[src/rtl/output_tensor_writer_if.sv]
// -----------------------------------------------------------------------------
// output_tensor_writer_if
//   Word-write port from the output tensor writer to the activation RAM.
//   Valid/ready handshake: a write transfers on a clock edge where both
//   wr_valid and wr_ready are high.
//
//   Signals:
//     wr_valid  writer -> RAM   write request valid
//     wr_ready  RAM -> writer   RAM accepts the write
//     wr_addr   writer -> RAM   word address (ADDR_BITS-2 bits)
//     wr_data   writer -> RAM   write data, little-endian byte lanes
//     wr_be     writer -> RAM   byte enables, one per lane
//
//   Modports: master = writer side, slave = RAM side.
// -----------------------------------------------------------------------------
interface output_tensor_writer_if #(
    parameter int ADDR_BITS = 16
) ();
    logic                   wr_valid;
    logic                   wr_ready;
    logic [ADDR_BITS-3:0]   wr_addr;
    logic [31:0]            wr_data;
    logic [3:0]             wr_be;

    modport master (
        output wr_valid,
        output wr_addr,
        output wr_data,
        output wr_be,
        input  wr_ready
    );

    modport slave (
        input  wr_valid,
        input  wr_addr,
        input  wr_data,
        input  wr_be,
        output wr_ready
    );
endinterface

[src/rtl/output_tensor_writer.sv]
// -----------------------------------------------------------------------------
// output_tensor_writer
//   Takes the int8 result stream from the systolic array, turns each value
//   into a byte address in the NHWC output tensor (channel fastest), queues
//   it in a small FIFO and coalesces consecutive bytes of the same 32-bit
//   word into a single write with byte enables.
//
//   Pipeline: S1 (address) -> FIFO -> merge register M -> write port.
//
//   Ports:
//     clk, reset        clock, synchronous active-high reset
//     bypass_maxpool    1 = address is base_addr + in_index
//     out_width         output feature-map width in pixels
//     num_channels      channels per output pixel
//     channel_idx       channel currently being produced
//     base_addr         byte base address of the output tensor
//     in_valid/in_data/in_row/in_col/in_index   result stream (no backpressure)
//     flush             pulse: emit a partial word once the pipeline drains
//     wr_if             word-write port (master modport)
//     overflow          sticky: an entry was dropped because the FIFO was full
//     idle              S1, FIFO and M empty and no flush pending
// -----------------------------------------------------------------------------
module output_tensor_writer #(
    parameter int MAX_N           = 64,
    parameter int MAX_NUM_CH      = 64,
    parameter int BYPASS_IDX_BITS = 6,
    parameter int ADDR_BITS       = 16,
    parameter int FIFO_DEPTH      = 8,
    localparam int N_BITS         = $clog2(MAX_N),
    localparam int CH_BITS        = $clog2(MAX_NUM_CH + 1)
) (
    input  logic                        clk,
    input  logic                        reset,
    input  logic                        bypass_maxpool,
    input  logic [N_BITS-1:0]           out_width,
    input  logic [CH_BITS-1:0]          num_channels,
    input  logic [CH_BITS-1:0]          channel_idx,
    input  logic [ADDR_BITS-1:0]        base_addr,
    input  logic                        in_valid,
    input  logic [7:0]                  in_data,
    input  logic [N_BITS-1:0]           in_row,
    input  logic [N_BITS-1:0]           in_col,
    input  logic [BYPASS_IDX_BITS-1:0]  in_index,
    input  logic                        flush,
    output_tensor_writer_if.master      wr_if,
    output logic                        overflow,
    output logic                        idle
);

    localparam int PTR_BITS  = $clog2(FIFO_DEPTH);
    localparam int PROD_W    = 2 * N_BITS + CH_BITS + 2;
    localparam int WORD_BITS = ADDR_BITS - 2;
    localparam logic [PTR_BITS:0] DEPTH_CNT = (PTR_BITS + 1)'(FIFO_DEPTH);

    // One-hot byte enable for a lane.
    function automatic logic [3:0] lane_onehot(input logic [1:0] lane);
        logic [3:0] oh;
        case (lane)
            2'd0:    oh = 4'b0001;
            2'd1:    oh = 4'b0010;
            2'd2:    oh = 4'b0100;
            2'd3:    oh = 4'b1000;
            default: oh = 4'b0000;
        endcase
        return oh;
    endfunction

    // Place a byte in its lane of a 32-bit word, other lanes zero.
    function automatic logic [31:0] lane_data(input logic [1:0] lane, input logic [7:0] value);
        logic [31:0] w;
        case (lane)
            2'd0:    w = {24'h000000, value};
            2'd1:    w = {16'h0000, value, 8'h00};
            2'd2:    w = {8'h00, value, 16'h0000};
            2'd3:    w = {value, 24'h000000};
            default: w = 32'h00000000;
        endcase
        return w;
    endfunction

    // ---------------- state ----------------
    logic                   s1_valid_r;
    logic [ADDR_BITS-1:0]   s1_addr_r;
    logic [7:0]             s1_data_r;

    logic [ADDR_BITS-1:0]   fifo_addr_r [FIFO_DEPTH];
    logic [7:0]             fifo_data_r [FIFO_DEPTH];
    logic [PTR_BITS:0]      wr_ptr_r;
    logic [PTR_BITS:0]      rd_ptr_r;

    logic                   m_valid_r;
    logic [WORD_BITS-1:0]   m_word_r;
    logic [31:0]            m_data_r;
    logic [3:0]             m_be_r;

    logic                   flush_pending_r;
    logic                   emit_hold_r;
    logic                   overflow_r;

    // ---------------- combinational ----------------
    logic [PROD_W-1:0]      pixel_s;
    logic [PROD_W-1:0]      lin_s;
    logic [ADDR_BITS-1:0]   byte_addr_s;

    logic [PTR_BITS:0]      fifo_count_s;
    logic [PTR_BITS:0]      fifo_count_next_s;
    logic                   fifo_empty_s;
    logic                   fifo_full_s;
    logic [ADDR_BITS-1:0]   head_addr_s;
    logic [7:0]             head_data_s;
    logic [WORD_BITS-1:0]   head_word_s;
    logic [1:0]             head_lane_s;
    logic                   word_match_s;
    logic                   lane_hit_s;

    logic                   emit_cond_s;
    logic                   wr_valid_s;
    logic                   xfer_s;
    logic                   m_free_s;
    logic                   pop_s;
    logic                   push_s;
    logic                   drop_s;
    logic                   m_valid_next_s;
    logic                   all_empty_next_s;
    logic                   flush_pending_next_s;

    // Byte address of the incoming value; computed wide, then wrapped to ADDR_BITS.
    always_comb begin
        pixel_s = PROD_W'(in_row) * PROD_W'(out_width) + PROD_W'(in_col);
        lin_s   = pixel_s * PROD_W'(num_channels) + PROD_W'(channel_idx);
        if (bypass_maxpool) begin
            byte_addr_s = base_addr + ADDR_BITS'(in_index);
        end else begin
            byte_addr_s = base_addr + ADDR_BITS'(lin_s);
        end
    end

    // FIFO status and head-of-queue decode against the merge register.
    always_comb begin
        fifo_count_s = wr_ptr_r - rd_ptr_r;
        fifo_empty_s = (fifo_count_s == '0);
        fifo_full_s  = (fifo_count_s == DEPTH_CNT);
        head_addr_s  = fifo_addr_r[rd_ptr_r[PTR_BITS-1:0]];
        head_data_s  = fifo_data_r[rd_ptr_r[PTR_BITS-1:0]];
        head_word_s  = head_addr_s[ADDR_BITS-1:2];
        head_lane_s  = head_addr_s[1:0];
        word_match_s = (head_word_s == m_word_r);
        lane_hit_s   = m_be_r[head_lane_s];
    end

    // Emit / pop / push decisions for the current cycle.
    always_comb begin
        emit_cond_s = (m_be_r == 4'b1111)
                   || (!fifo_empty_s && (!word_match_s || lane_hit_s))
                   || (flush_pending_r && !s1_valid_r && fifo_empty_s);
        // Once offered, a write stays offered until it transfers, even if new
        // arrivals would otherwise make the emit condition false.
        wr_valid_s  = m_valid_r && (emit_cond_s || emit_hold_r);
        xfer_s      = wr_valid_s && wr_if.wr_ready;
        m_free_s    = !m_valid_r || xfer_s;
        pop_s       = !fifo_empty_s
                   && (m_free_s || (word_match_s && !lane_hit_s && !wr_valid_s));
        push_s      = s1_valid_r && (!fifo_full_s || pop_s);
        drop_s      = s1_valid_r && fifo_full_s && !pop_s;
        m_valid_next_s = pop_s || (m_valid_r && !xfer_s);

        if (push_s && !pop_s) begin
            fifo_count_next_s = fifo_count_s + (PTR_BITS + 1)'(1);
        end else if (pop_s && !push_s) begin
            fifo_count_next_s = fifo_count_s - (PTR_BITS + 1)'(1);
        end else begin
            fifo_count_next_s = fifo_count_s;
        end

        // Flush is satisfied on the edge that leaves the whole pipeline empty.
        all_empty_next_s     = !in_valid && (fifo_count_next_s == '0) && !m_valid_next_s;
        flush_pending_next_s = (flush_pending_r || flush) && !all_empty_next_s;
    end

    // Address stage S1.
    always_ff @(posedge clk) begin
        if (reset) begin
            s1_valid_r <= 1'b0;
            s1_addr_r  <= '0;
            s1_data_r  <= 8'h00;
        end else begin
            s1_valid_r <= in_valid;
            if (in_valid) begin
                s1_addr_r <= byte_addr_s;
                s1_data_r <= in_data;
            end
        end
    end

    // FIFO storage; contents are don't-care while the pointers say empty.
    always_ff @(posedge clk) begin
        if (push_s) begin
            fifo_addr_r[wr_ptr_r[PTR_BITS-1:0]] <= s1_addr_r;
            fifo_data_r[wr_ptr_r[PTR_BITS-1:0]] <= s1_data_r;
        end
    end

    // FIFO pointers.
    always_ff @(posedge clk) begin
        if (reset) begin
            wr_ptr_r <= '0;
            rd_ptr_r <= '0;
        end else begin
            if (push_s) begin
                wr_ptr_r <= wr_ptr_r + (PTR_BITS + 1)'(1);
            end
            if (pop_s) begin
                rd_ptr_r <= rd_ptr_r + (PTR_BITS + 1)'(1);
            end
        end
    end

    // Merge register: load a fresh word, merge a byte into it, or retire it.
    always_ff @(posedge clk) begin
        if (reset) begin
            m_valid_r <= 1'b0;
            m_word_r  <= '0;
            m_data_r  <= 32'h00000000;
            m_be_r    <= 4'b0000;
        end else if (pop_s) begin
            m_valid_r <= 1'b1;
            if (m_free_s) begin
                m_word_r <= head_word_s;
                m_be_r   <= lane_onehot(head_lane_s);
                m_data_r <= lane_data(head_lane_s, head_data_s);
            end else begin
                m_be_r   <= m_be_r | lane_onehot(head_lane_s);
                m_data_r <= m_data_r | lane_data(head_lane_s, head_data_s);
            end
        end else if (xfer_s) begin
            // Keep the address; clear lanes so an idle port shows no stale data.
            m_valid_r <= 1'b0;
            m_data_r  <= 32'h00000000;
            m_be_r    <= 4'b0000;
        end
    end

    // Control flags: flush request, held write offer, sticky overflow.
    always_ff @(posedge clk) begin
        if (reset) begin
            flush_pending_r <= 1'b0;
            emit_hold_r     <= 1'b0;
            overflow_r      <= 1'b0;
        end else begin
            flush_pending_r <= flush_pending_next_s;
            emit_hold_r     <= wr_valid_s && !wr_if.wr_ready;
            if (drop_s) begin
                overflow_r <= 1'b1;
            end
        end
    end

    assign wr_if.wr_valid = wr_valid_s;
    assign wr_if.wr_addr  = m_word_r;
    assign wr_if.wr_data  = m_data_r;
    assign wr_if.wr_be    = m_be_r;
    assign overflow       = overflow_r;
    assign idle           = !s1_valid_r && fifo_empty_s && !m_valid_r && !flush_pending_r;

endmodule

[src/flat_wrapper.sv]
// flat-port wrapper written by rule: the top's interface ports become plain ports
module output_tensor_writer_flat 
#(
    parameter int MAX_N           = 64,
    parameter int MAX_NUM_CH      = 64,
    parameter int BYPASS_IDX_BITS = 6,
    parameter int ADDR_BITS       = 16,
    parameter int FIFO_DEPTH      = 8,
    localparam int N_BITS         = $clog2(MAX_N),
    localparam int CH_BITS        = $clog2(MAX_NUM_CH + 1)
)
  (clk, reset, bypass_maxpool, out_width, num_channels, channel_idx, base_addr, in_valid, in_data, in_row, in_col, in_index, flush, overflow, idle, wr_if_wr_valid, wr_if_wr_addr, wr_if_wr_data, wr_if_wr_be, wr_if_wr_ready);
  output_tensor_writer_if #(.ADDR_BITS(ADDR_BITS)) wr_if_i ();
  input  logic clk;
  input  logic reset;
  input  logic bypass_maxpool;
  input  logic [N_BITS-1:0] out_width;
  input  logic [CH_BITS-1:0] num_channels;
  input  logic [CH_BITS-1:0] channel_idx;
  input  logic [ADDR_BITS-1:0] base_addr;
  input  logic in_valid;
  input  logic [7:0] in_data;
  input  logic [N_BITS-1:0] in_row;
  input  logic [N_BITS-1:0] in_col;
  input  logic [BYPASS_IDX_BITS-1:0] in_index;
  input  logic flush;
  output logic overflow;
  output logic idle;
  output wire logic [$bits(wr_if_i.wr_valid)-1:0] wr_if_wr_valid;
  output wire logic [$bits(wr_if_i.wr_addr)-1:0] wr_if_wr_addr;
  output wire logic [$bits(wr_if_i.wr_data)-1:0] wr_if_wr_data;
  output wire logic [$bits(wr_if_i.wr_be)-1:0] wr_if_wr_be;
  input wire logic [$bits(wr_if_i.wr_ready)-1:0] wr_if_wr_ready;
  assign wr_if_wr_valid = wr_if_i.wr_valid;
  assign wr_if_wr_addr = wr_if_i.wr_addr;
  assign wr_if_wr_data = wr_if_i.wr_data;
  assign wr_if_wr_be = wr_if_i.wr_be;
  assign wr_if_i.wr_ready = wr_if_wr_ready;
  output_tensor_writer #(.MAX_N(MAX_N), .MAX_NUM_CH(MAX_NUM_CH), .BYPASS_IDX_BITS(BYPASS_IDX_BITS), .ADDR_BITS(ADDR_BITS), .FIFO_DEPTH(FIFO_DEPTH)) u_core (.clk(clk), .reset(reset), .bypass_maxpool(bypass_maxpool), .out_width(out_width), .num_channels(num_channels), .channel_idx(channel_idx), .base_addr(base_addr), .in_valid(in_valid), .in_data(in_data), .in_row(in_row), .in_col(in_col), .in_index(in_index), .flush(flush), .wr_if(wr_if_i), .overflow(overflow), .idle(idle));
endmodule
[config.mk]
export PLATFORM = sky130hd
export DESIGN_NAME = output_tensor_writer_flat
export DESIGN_NICKNAME = d
export VERILOG_FILES = /design/src/rtl/output_tensor_writer_if.sv /design/src/rtl/output_tensor_writer.sv /design/src/flat_wrapper.sv
export SDC_FILE = /design/constraint.sdc
export NUM_CORES = 1
export LEC_CHECK = 0
export ABC_CLOCK_PERIOD_IN_PS = 11300
export CORE_MARGIN = 3
export CORE_UTILIZATION = 55
export CTS_BUF_LIST = sky130_fd_sc_hd__clkbuf_8
export CTS_CLUSTER_SIZE = 30
export DETAILED_ROUTE_END_ITERATION = 10
export PLACE_DENSITY = 0.76
export SYNTH_ARGS = -nofsm -noshare
export SYNTH_HDL_FRONTEND = slang
export SYNTH_SLANG_ARGS = --single-unit
[constraint.sdc]
create_clock -name clk -period 11.3 [get_ports clk]
set_input_delay 1.695 -clock clk [delete_from_list [all_inputs] [get_ports clk]]
set_output_delay 1.695 -clock clk [all_outputs]
set_load 0.02 [all_outputs]
==> summary.txt <==
met2 WL post-DR - 16.1 mm
CP Data Arrival Time - 10.01 ns
Sink Count - 282
FP Rows - 61
Area Overhead vs Synth - 15.0%
Yosys cell types - 68
CTS tree - yes
sum of buffers and inverters on the critical path - 7
sum of negative setup slack - 0 ns
YS chip area - 15900 sq um
Syn Area/Cell - 12.7 sq um
most frequent cells in the layout - edfxtp_1 (192), inv_1 (165), clkdlybuf4s50_1 (118), fa_1 (93), dfxtp_1 (89)
antenna violations before repair - 2
r2r setup slk - 5.77 ns
worst hold path type - flop to flop
Least-Margin Pin Slew - 1.17 ns
placed instance count - 1724
Worst R2R End - u_core.fifo_addr_r[1][12]
Worst slew margin - 0.215
Ys Warns - 0
routability cong. - 0.859
DRC errors left - 0
Commonest Layout Cell - edfxtp_1
fillers - 2019
met3 GRT Util - 0.0280
postcts setup bufs - 0
Ant. Diodes - 0
reg2reg path depth - 11
Starting Density - 0.565
chip height - 176 um
number of enable flip-flop cells - 192
total CTS buffers - 40
Non-Filler Instances - 1796
status - finished, final reports clean
top cells by area - edfxtp_1 (36%), fa_1 (12%), dfxtp_1 (11%), ha_1 (6.1%), mux4_2 (5.4%)
max-cap violation count - 0
Gate Count Post-Synth - 1256
Comb area - 7590 sq um
input/output buffers - 120
crit path launch - out_width[0]
cell area after synthesis - 15900 sq um
clk root buf - clkbuf_8
PostCTS Resize Cnt - 0
cell mode on critical path - fa_1
Max Used Layer - met5
Area leader share - 0.363
Hold Slack - 0.460 ns
hold_sp - u_core.wr_if.wr_data[27]
tool warnings - 29
Post-synth top flop - edfxtp_1
Seq share, synth - 0.476
critical setup path kind - primary input to flop
==> layout make-up <==
type	count	area share
clock inverter	21	0.00479
multi-input combinational	781	0.415
timing repair buffer	134	0.0709
clock buffer	51	0.0384
tap	378	0.0259
inverter	149	0.0306
sequential	282	0.414
==> cell usage after synthesis, types with 14 or more instances <==
library cell	number
xnor2_1	38
fa_1	93
a211oi_1	20
a21oi_1	29
mux2i_1	57
o2bb2ai_1	33
nand2_1	63
and2_1	82
ha_1	77
clkbuf_1	24
dfxtp_1	90
inv_1	149
nor3_1	18
nor2_1	68
mux4_2	38
edfxtp_1	192
nor2b_1	14
==> logic make-up after synthesis <==
logic type | synth area share
mux | 0.0918
compound gates | 0.0742
simple gates | 0.0991
fa+ha+maj | 0.178
buf+inv | 0.0504
xor+xnor | 0.0309
flops | 0.476
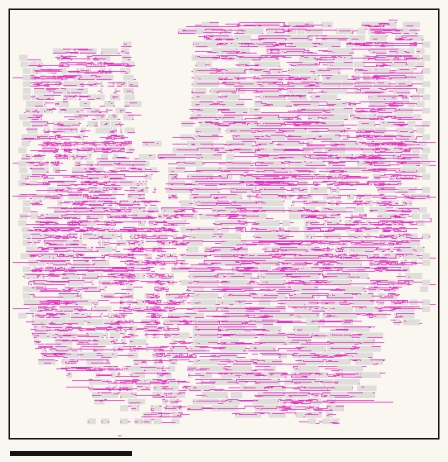
Figure 1: the metal 1 layer.
Bar = 50 um. Cells faint in the background.
- longest straight run: 55.2 um
- nets with wire on the layer: 1492
- share of all routed wire: 44%
- main direction: horizontal
- wire length on this layer: 14100 um
via count: 9998
GRT met1 Usage: 0.283
WL final: 32.2 mm

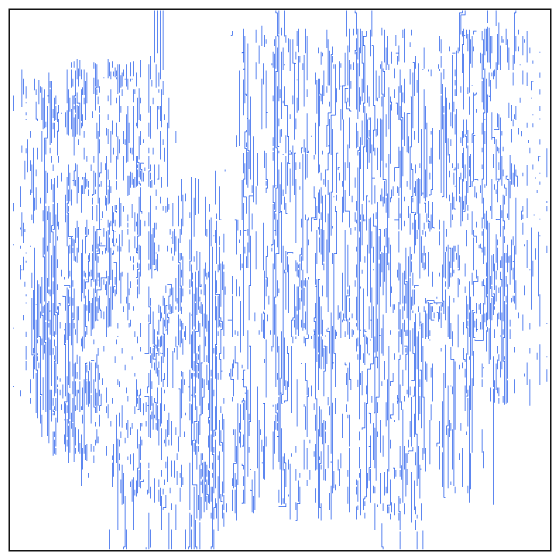
Figure 2: M2 wires.
- nets with wire on the layer: 1389
- main direction: vertical
met2 Resource Use GR: 0.366

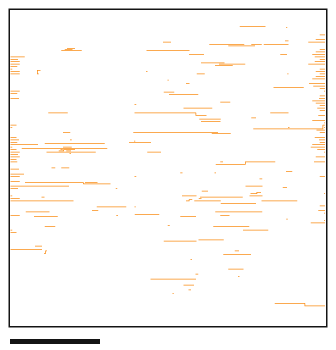
Figure 3: signal wires on met3.
Bar = 50 um.
- main direction: horizontal
- longest straight run: 47.4 um
- share of all routed wire: 4.6%
- nets with wire on the layer: 145
- wire length on this layer: 1470 um

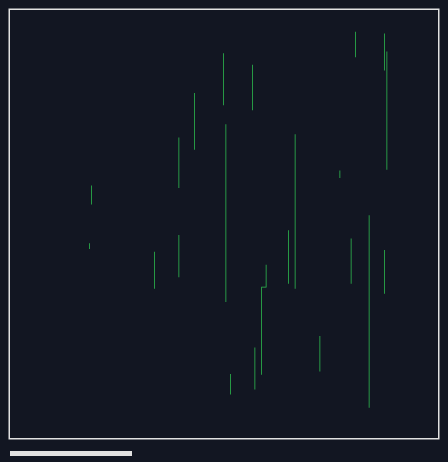
Figure 4: met4 routing.
Bar = 50 um.
- wire length on this layer: 559 um
- nets with wire on the layer: 15
- share of all routed wire: 1.7%
- longest straight run: 78.9 um
- main direction: vertical

